## config.mk

```make
export PLATFORM = sky130hd
export DESIGN_NAME = btn_debounce
export DESIGN_NICKNAME = d
export VERILOG_FILES = /design/src/rtl/btn_pkg.sv /design/src/rtl/btn_debounce_ch.sv /design/src/rtl/btn_debounce.sv
export SDC_FILE = /design/constraint.sdc
export NUM_CORES = 1
export LEC_CHECK = 0
export ABC_AREA = 0
export CAP_MARGIN = 15
export CORE_UTILIZATION = 30
export CTS_BUF_LIST = sky130_fd_sc_hd__clkbuf_4
export DETAILED_ROUTE_END_ITERATION = 7
export PLACE_DENSITY_LB_ADDON = 0.08
export SETUP_SLACK_MARGIN = 0.4
export SLEW_MARGIN = 20
export SYNTH_ARGS = -nofsm -noshare
export SYNTH_HDL_FRONTEND = slang
export SYNTH_HIERARCHICAL = 1
export SYNTH_SLANG_ARGS = --single-unit
```

## constraint.sdc

```tcl
create_clock -name clk -period 2 [get_ports clk]
set_input_delay 0.4 -clock clk [delete_from_list [all_inputs] [get_ports clk]]
set_output_delay 0.4 -clock clk [all_outputs]
set_load 0.005 [all_outputs]
```

## src/rtl/btn_pkg.sv

```systemverilog
// Shared constants for the button debouncer: FSM state encoding
// and the counter-width helper.
package btn_pkg;

  localparam logic [1:0] IDLE         = 2'b00;
  localparam logic [1:0] PRESS_WAIT   = 2'b01;
  localparam logic [1:0] PRESSED      = 2'b10;
  localparam logic [1:0] RELEASE_WAIT = 2'b11;

  function automatic int unsigned cnt_width(
    input int unsigned n
  );
    if (n < 2) begin
      return 1;
    end
    return $clog2(n);
  endfunction

endpackage

```

## src/rtl/btn_debounce_ch.sv

```systemverilog
// One debounce channel: 2-FF synchroniser, qualify FSM, level/pulse regs.
// Ports: clk, rst_n, btn_i (polarity-corrected), level_o/rise_o/fall_o/long_o.
// Macro LONG_PRESS_EN adds the hold counter that drives long_o.
module btn_debounce_ch
  import btn_pkg::*;
#(
  parameter int unsigned DEBOUNCE_CYC = 1000000,
  parameter int unsigned LONG_CYC     = 100000000
) (
  input  logic clk,
  input  logic rst_n,
  input  logic btn_i,
  output logic level_o,
  output logic rise_o,
  output logic fall_o,
  output logic long_o
);

  if (DEBOUNCE_CYC < 2 || DEBOUNCE_CYC > 32'd16777216) begin : g_bad_deb
    $error("btn_debounce_ch: DEBOUNCE_CYC out of range");
  end
  if (LONG_CYC < 2) begin : g_bad_long
    $error("btn_debounce_ch: LONG_CYC must be at least 2");
  end

  localparam int unsigned CW = cnt_width(DEBOUNCE_CYC);
  localparam logic [CW-1:0] CNT_LAST = CW'(DEBOUNCE_CYC - 1);

  logic [1:0]    sync_q, sync_d;
  logic          btn_s;
  logic [1:0]    state_q, state_d;
  logic [CW-1:0] cnt_q, cnt_d;
  logic          level_q, level_d;
  logic          rise_q, rise_d;
  logic          fall_q, fall_d;

  // sync_q[1] is the second stage, i.e. the synchronised pin
  always_comb begin
    sync_d = {sync_q[0], btn_i};
  end

  assign btn_s = sync_q[1];

  always_comb begin
    state_d = state_q;
    cnt_d   = cnt_q;
    level_d = level_q;
    rise_d  = 1'b0;
    fall_d  = 1'b0;
    unique case (state_q)
      IDLE: begin
        if (btn_s) begin
          state_d = PRESS_WAIT;
          cnt_d   = '0;
        end
      end
      PRESS_WAIT: begin
        if (!btn_s) begin
          state_d = IDLE;
        end else if (cnt_q == CNT_LAST) begin
          state_d = PRESSED;
          level_d = 1'b1;
          rise_d  = 1'b1;
        end else begin
          cnt_d = cnt_q + CW'(1);
        end
      end
      PRESSED: begin
        if (!btn_s) begin
          state_d = RELEASE_WAIT;
          cnt_d   = '0;
        end
      end
      RELEASE_WAIT: begin
        if (btn_s) begin
          state_d = PRESSED;
        end else if (cnt_q == CNT_LAST) begin
          state_d = IDLE;
          level_d = 1'b0;
          fall_d  = 1'b1;
        end else begin
          cnt_d = cnt_q + CW'(1);
        end
      end
      default: begin
        state_d = IDLE;
        cnt_d   = '0;
      end
    endcase
  end

  always_ff @(posedge clk or negedge rst_n) begin
    if (!rst_n) begin
      sync_q  <= '0;
      state_q <= IDLE;
      cnt_q   <= '0;
      level_q <= 1'b0;
      rise_q  <= 1'b0;
      fall_q  <= 1'b0;
    end else begin
      sync_q  <= sync_d;
      state_q <= state_d;
      cnt_q   <= cnt_d;
      level_q <= level_d;
      rise_q  <= rise_d;
      fall_q  <= fall_d;
    end
  end

  assign level_o = level_q;
  assign rise_o  = rise_q;
  assign fall_o  = fall_q;

`ifdef LONG_PRESS_EN
  // One extra code point above LONG_CYC-1 marks "already fired",
  // so the counter parks there and never re-triggers.
  localparam int unsigned HW = cnt_width(LONG_CYC + 1);
  localparam logic [HW-1:0] HOLD_LAST = HW'(LONG_CYC - 1);
  localparam logic [HW-1:0] HOLD_SAT  = HW'(LONG_CYC);

  logic [HW-1:0] hold_q, hold_d;
  logic          long_q, long_d;

  // Counts from the accepted press; a release glitch keeps counting.
  always_comb begin
    hold_d = '0;
    long_d = 1'b0;
    if (state_q == PRESSED || state_q == RELEASE_WAIT) begin
      if (hold_q == HOLD_LAST) begin
        long_d = 1'b1;
        hold_d = HOLD_SAT;
      end else if (hold_q == HOLD_SAT) begin
        hold_d = hold_q;
      end else begin
        hold_d = hold_q + HW'(1);
      end
      if (state_d == IDLE) begin
        hold_d = '0;
      end
    end
  end

  always_ff @(posedge clk or negedge rst_n) begin
    if (!rst_n) begin
      hold_q <= '0;
      long_q <= 1'b0;
    end else begin
      hold_q <= hold_d;
      long_q <= long_d;
    end
  end

  assign long_o = long_q;
`else
  assign long_o = 1'b0;
`endif

endmodule

```

## src/rtl/btn_debounce.sv

```systemverilog
// Debounces NUM_BTN raw pins into clean levels and one-cycle events.
// Ports: clk, rst_n, btn_i -> btn_level/btn_rise/btn_fall/btn_long. Macro: LONG_PRESS_EN.
module btn_debounce
  import btn_pkg::*;
#(
  parameter int unsigned NUM_BTN        = 4,
  parameter int unsigned DEBOUNCE_CYC   = 1000000,
  parameter bit          BTN_ACTIVE_LOW = 1'b0,
  parameter int unsigned LONG_CYC       = 100000000
) (
  input  logic               clk,
  input  logic               rst_n,
  input  logic [NUM_BTN-1:0] btn_i,
  output logic [NUM_BTN-1:0] btn_level,
  output logic [NUM_BTN-1:0] btn_rise,
  output logic [NUM_BTN-1:0] btn_fall,
  output logic [NUM_BTN-1:0] btn_long
);

  logic [NUM_BTN-1:0] btn_pol;

  // Everything downstream treats 1 as "pressed".
  assign btn_pol = BTN_ACTIVE_LOW ? ~btn_i : btn_i;

  for (genvar i = 0; i < NUM_BTN; i++) begin : g_ch
    btn_debounce_ch #(
      .DEBOUNCE_CYC (DEBOUNCE_CYC),
      .LONG_CYC     (LONG_CYC)
    ) u_ch (
      .clk     (clk),
      .rst_n   (rst_n),
      .btn_i   (btn_pol[i]),
      .level_o (btn_level[i]),
      .rise_o  (btn_rise[i]),
      .fall_o  (btn_fall[i]),
      .long_o  (btn_long[i])
    );
  end

endmodule

```

**Run 1: pin map**

Pins as bars across the die edge, other pins in grey.
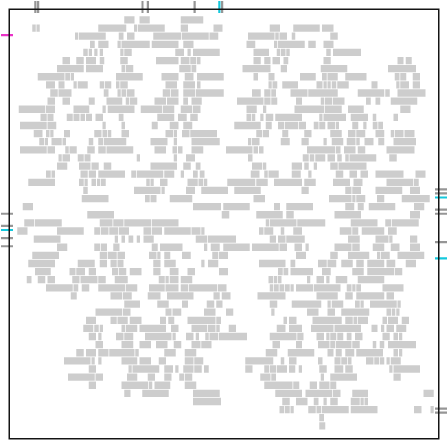
legend:
  `clk`:
    colour: magenta
    pins: 1
    direction: input
    edge: left
  `btn_fall`:
    colour: cyan
    pins: 4
    direction: output
    edge: 2 right, 1 top, 1 left
IO Port Bufs: 17
Die Wd: 143 um

**Run 1: M4 wires**

Cells faint in the background.
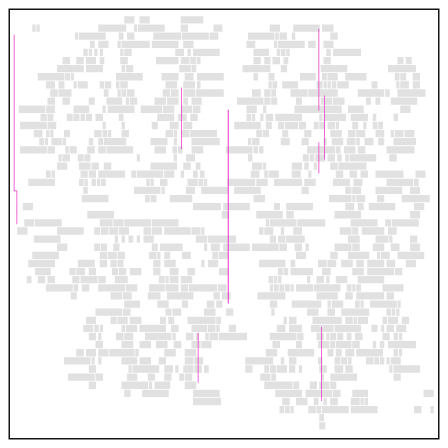
main direction: vertical
share of all routed wire: 1.6%
longest straight run: 64.6 um
nets with wire on the layer: 7
wire length on this layer: 248 um

**Run 1: clock distribution**

Scale bar: 50 um.
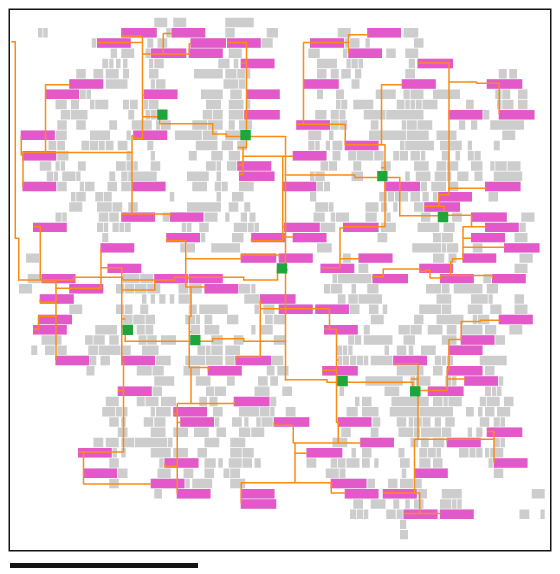
legend:
  clock drivers:
    colour: green
    count: 9
  flip-flops:
    colour: magenta
    count: 108
  clock wires:
    colour: orange
    length: 1,610 um
flops lie: widely spread
clk ins delay skew pair: 480 ps
clock skew: 32.7 ps
Clock net power: 1.00 mW
clock share of power: 25.3%

[run 1: where the power goes]
part           total, mW  leakage (nW)  internal (mW)  switching (mW)
registers           2.40          1.42           2.27           0.132
clock network       1.00        0.0496          0.255           0.746
logic              0.556          2.29          0.279           0.277
total               3.96          3.77           2.81            1.15
[run 1: registers in the layout, summed over array words and instances (netlist names), named ones only]
| name | cells |
|---|---|
| g_ch.u_ch/level_o | 4 |
| g_ch.u_ch/rise_o | 4 |
| g_ch.u_ch/state_q | 4 |
| g_ch.u_ch/cnt_q | 80 |
| g_ch.u_ch/fall_o | 4 |
| g_ch.u_ch/sync_q | 8 |
[run 1: stage by stage]
stage	area, sq um	instances
2_1_floorplan	6160	629
3_3_place_gp	6710	911
3_5_place_dp	6710	911
4_1_cts	7670	997
5_1_grt	8160	1018
6_report	8160	1018
==> flow_summary.json, run 1 <==
{
  "crit_path_cell_trace": "nor4b_4 -> nand4b_1 -> o21ai_4 -> inv_2 -> mux2_4",
  "ff_count": 108,
  "netlist_instances": 629,
  "fin_crit_sh_pct": 91.1,
  "grt_pass1_vias": 5101,
  "leakage_nw": 3.77,
  "vdd_drop_max_mv": 0.256,
  "via_count": 5189,
  "holdBufCountCts": 1,
  "setup_slack_ps": 177,
  "compound_area_share_pct": 11.9,
  "place_congestion": 0.738,
  "drv_cap": 0,
  "max_slew.worst_pin.slew_ps": 581,
  "via_per_inst": 5.10,
  "synth_area_per_cell_sq_um": 9.54,
  "grt_max_degree": 43,
  "logic_area_sq_um": 3570,
  "fin_tns_setup_ps": 0,
  "top_cells_by_count": "108 x dfrtp_1, 89 x nand2_1, 56 x nand3_1, 42 x nor2_1, 30 x o21ai_1",
  "worst_path_max_delay_cell": "dfrtp_2",
  "yosysTopAreaCell": "dfrtp_1",
  "synth.top_cell.area_share_pct": 45.0,
  "ys_sh_simple_pct": 30.2,
  "path_class": "reg2reg",
  "clock_buffers": 10,
  "outcome": "completed",
  "pre_cts_ws_ps": 120,
  "drtPass1Iterations": 4,
  "drive_above_1_share_pct": 39.2,
  "numCtsBuffers": 9,
  "seq_area_share_pct": 33.5,
  "register_area_sq_um": 2740,
  "ys_seq_share_pct": 45.0,
  "nNonClkInverters": 15,
  "warnings": 29,
  "path_depth": 5,
  "r2r_slack_ps": 180,
  "crit_start": "g_ch[3].u_ch/cnt_q[8]$_DFFE_PN0P_"
}
==> inputs of run 2 (changes only) <==
SLEW_MARGIN = 25   (was 20)
**Run 2: clock distribution**

Scale bar: 50 um.
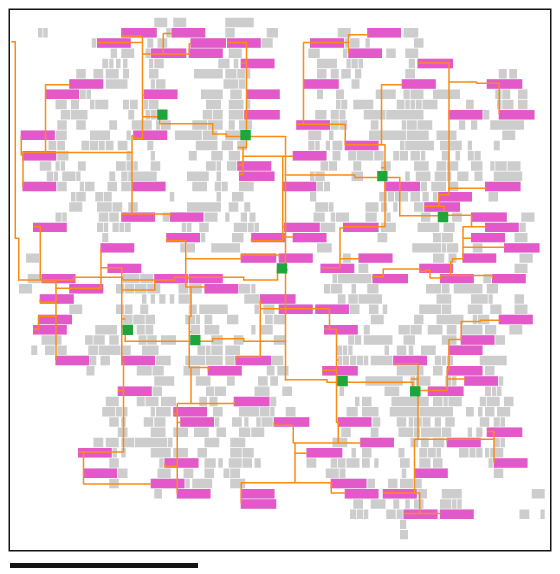
legend:
  clock wires:
    colour: orange
    length: 1,610 um
  flip-flops:
    colour: magenta
    count: 108
  clock drivers:
    colour: green
    count: 9
routed clock nets: 10

**Run 2: track usage over the die**

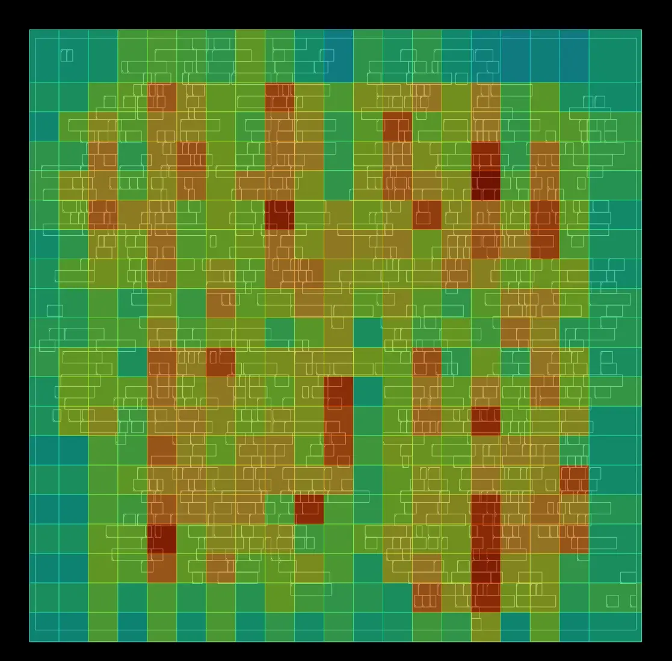
grt met3 use: 3.27%
All-Layer GR Usage: 16.1%
gr busiest metal: met2
GR Util met1: 21.1%
per-cell routed wire length: 15.3 um

**Run 2: M4 wires**

Cells faint in the background.
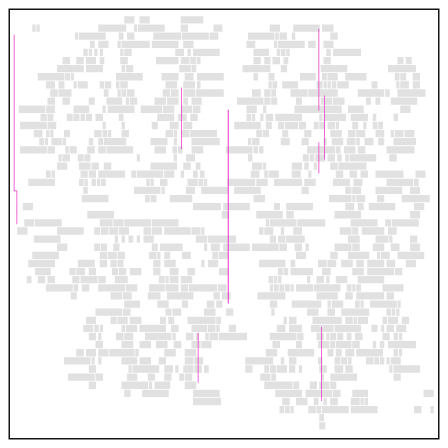
longest straight run: 64.6 um
wire length on this layer: 248 um
nets with wire on the layer: 7

==> flow_summary.json, run 2 <==
{
  "outcome": "completed",
  "drv_cap": 0,
  "power.switching_mw": 1.15,
  "largest_register": "g_ch.u_ch/cnt_q",
  "logic_area_sq_um": 3570,
  "largest_registers": "g_ch.u_ch/cnt_q (80), g_ch.u_ch/sync_q (8)",
  "nNonClkInverters": 15,
  "crit_start": "g_ch[3].u_ch/cnt_q[8]$_DFFE_PN0P_",
  "r2r_slack_ps": 180,
  "place_congestion": 0.738,
  "leakage_nw": 3.77,
  "pwr-share-seq_pct": 60.7,
  "fin_tns_setup_ps": 0,
  "vdd_drop_max_mv": 0.256,
  "path_depth": 5,
  "drive_above_1_share_pct": 39.2,
  "ys_seq_share_pct": 45.0,
  "p_seq_mw": 2.40,
  "post-place-cells": 911,
  "grt_max_degree": 43,
  "power_leader": "registers",
  "max_slew.worst_pin.slew_ps": 581,
  "p_int_mw": 2.81,
  "crit_path_cell_trace": "nor4b_4 -> nand4b_1 -> o21ai_4 -> inv_2 -> mux2_4",
  "p_comb_mw": 0.556,
  "numCtsBuffers": 9,
  "skew_ps": 32.7,
  "comb_power_share_pct": 14.0,
  "grt_pass1_vias": 5101,
  "path_class": "reg2reg",
  "clock_power_mw": 1.00,
  "swShare_pct": 29.1,
  "fin_crit_sh_pct": 91.1,
  "largest_reg_flops": 80,
  "clock_buffers": 10
}
run 2: metrics by stage:
step | area [sq um] | worst slack, ps | hold WS, ps | util [%]
after floorplan | 6160 | 304 | 104 | -
after global placement | 6710 | 116 | 335 | 34.3
after detailed placement | 6710 | 120 | 336 | 34.3
after CTS | 7670 | 203 | 276 | 39.3
after global routing | 8160 | 88.7 | 277 | 41.8
final | 8160 | 177 | 327 | 41.8
run 2: per-layer routing:
metal,GRT usage [%],vias up,wire (um)
met4,4.03,0,248
met1,21.1,2588,7410
met2,27.1,44,7630
li1,-,2537,-
met5,0,-,0
met3,3.27,20,337
run 2: repair_timing:
action | in CTS | in global routing
endpoints found under the hold margin | 25 | 0
cloned | 5 | 0
pin swaps | 46 | 49
hold buffers | 1 | 0
resized | 92 | 102
setup buffers | 65 | 20
endpoints found under the setup margin | 103 | 105
==> inputs of run 3 (changes only) <==
SLEW_MARGIN = unset   (was 25)
**Run 3: register map, names as in the netlist**

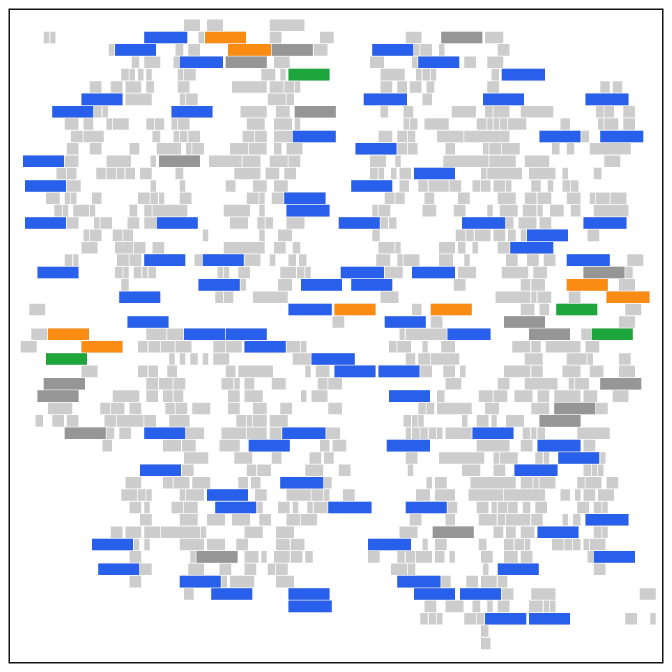
legend:
  `g_ch.u_ch/rise_o`:
    colour: green
    placed_flops: 4
  `g_ch.u_ch/sync_q`:
    colour: orange
    placed_flops: 8
  `g_ch.u_ch/cnt_q`:
    colour: blue
    placed_flops: 80
    where: widely spread
not coloured: 16

**Run 3: M4 wires**

Cells faint in the background.
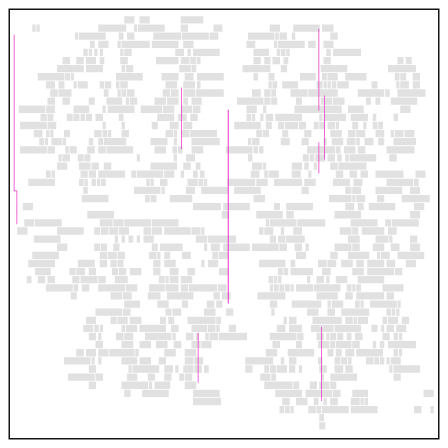
nets with wire on the layer: 7
main direction: vertical
longest straight run: 64.6 um
share of all routed wire: 1.6%
wire length on this layer: 248 um

==> flow_summary.json, run 3 <==
{
  "outcome": "completed",
  "dpl-instance-area_sq_um": 6710,
  "grt_max_degree": 43,
  "met3_usage_pct": 3.27,
  "holdBufCountCts": 1,
  "fin_tns_setup_ps": 0,
  "postLayoutCellArea_sq_um": 8160,
  "vdd_drop_max_mv": 0.256,
  "largest_reg_flops": 80,
  "numCtsBuffers": 9,
  "drive_above_1_share_pct": 39.2,
  "r2r_slack_ps": 180,
  "crit_start": "g_ch[3].u_ch/cnt_q[8]$_DFFE_PN0P_",
  "pre_cts_ws_ps": 120,
  "post_cts_resized": 92,
  "p_int_mw": 2.81,
  "met1_length_um": 7410,
  "ys_seq_share_pct": 45.0,
  "pwr-share-seq_pct": 60.7,
  "wl_per_cell_um": 15.3,
  "clock_power_mw": 1.00,
  "finalHoldWorstSlack_ps": 327,
  "p_comb_mw": 0.556,
  "p_seq_mw": 2.40,
  "post_cts_buffers": 65,
  "place_congestion": 0.738,
  "post-place-cells": 911,
  "grt_usage_pct": 16.1,
  "largest_registers": "g_ch.u_ch/cnt_q (80), g_ch.u_ch/sync_q (8)",
  "routed.top_layer": "met4",
  "largest_register": "g_ch.u_ch/cnt_q",
  "power.switching_mw": 1.15
}
**Run 3: track usage over the die**

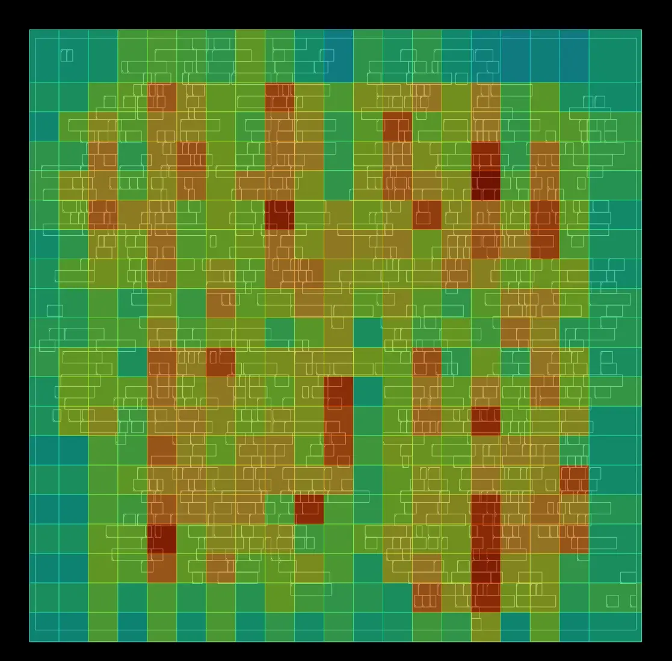
final core utilization: 41.8%
met2 Usage GRT: 27.1%

[run 3: final cells by class]
type	instances	area, sq um
sequential	108	2740
inverter	15	56.3
fill	1935	11400
clock buffer	10	75.1
antenna	1	2.50
tap	265	332
clock inverter	5	30.0
timing repair buffer	143	1360
multi-input combinational	471	3570
[run 3: logic make-up after synthesis]
| logic type | count (synthesis) | share of synthesized area (%) |
|---|---|---|
| other cells | 4 | 0.250 |
| flops | 108 | 45.0 |
| buf+inv | 50 | 4.75 |
| xor+xnor | 8 | 1.29 |
| compound gates | 103 | 11.9 |
| mux | 33 | 5.71 |
| simple gates | 319 | 30.2 |
| fa+ha+maj | 4 | 0.834 |
[run 3: critical path, cell delays in order, from the launching register on]
cell	delay [ps]
dfrtp_2	490
nor4b_4	320
nand4b_1	240
o21ai_4	300
inv_2	80
mux2_4	300
Power and IR drop assume default switching activity.
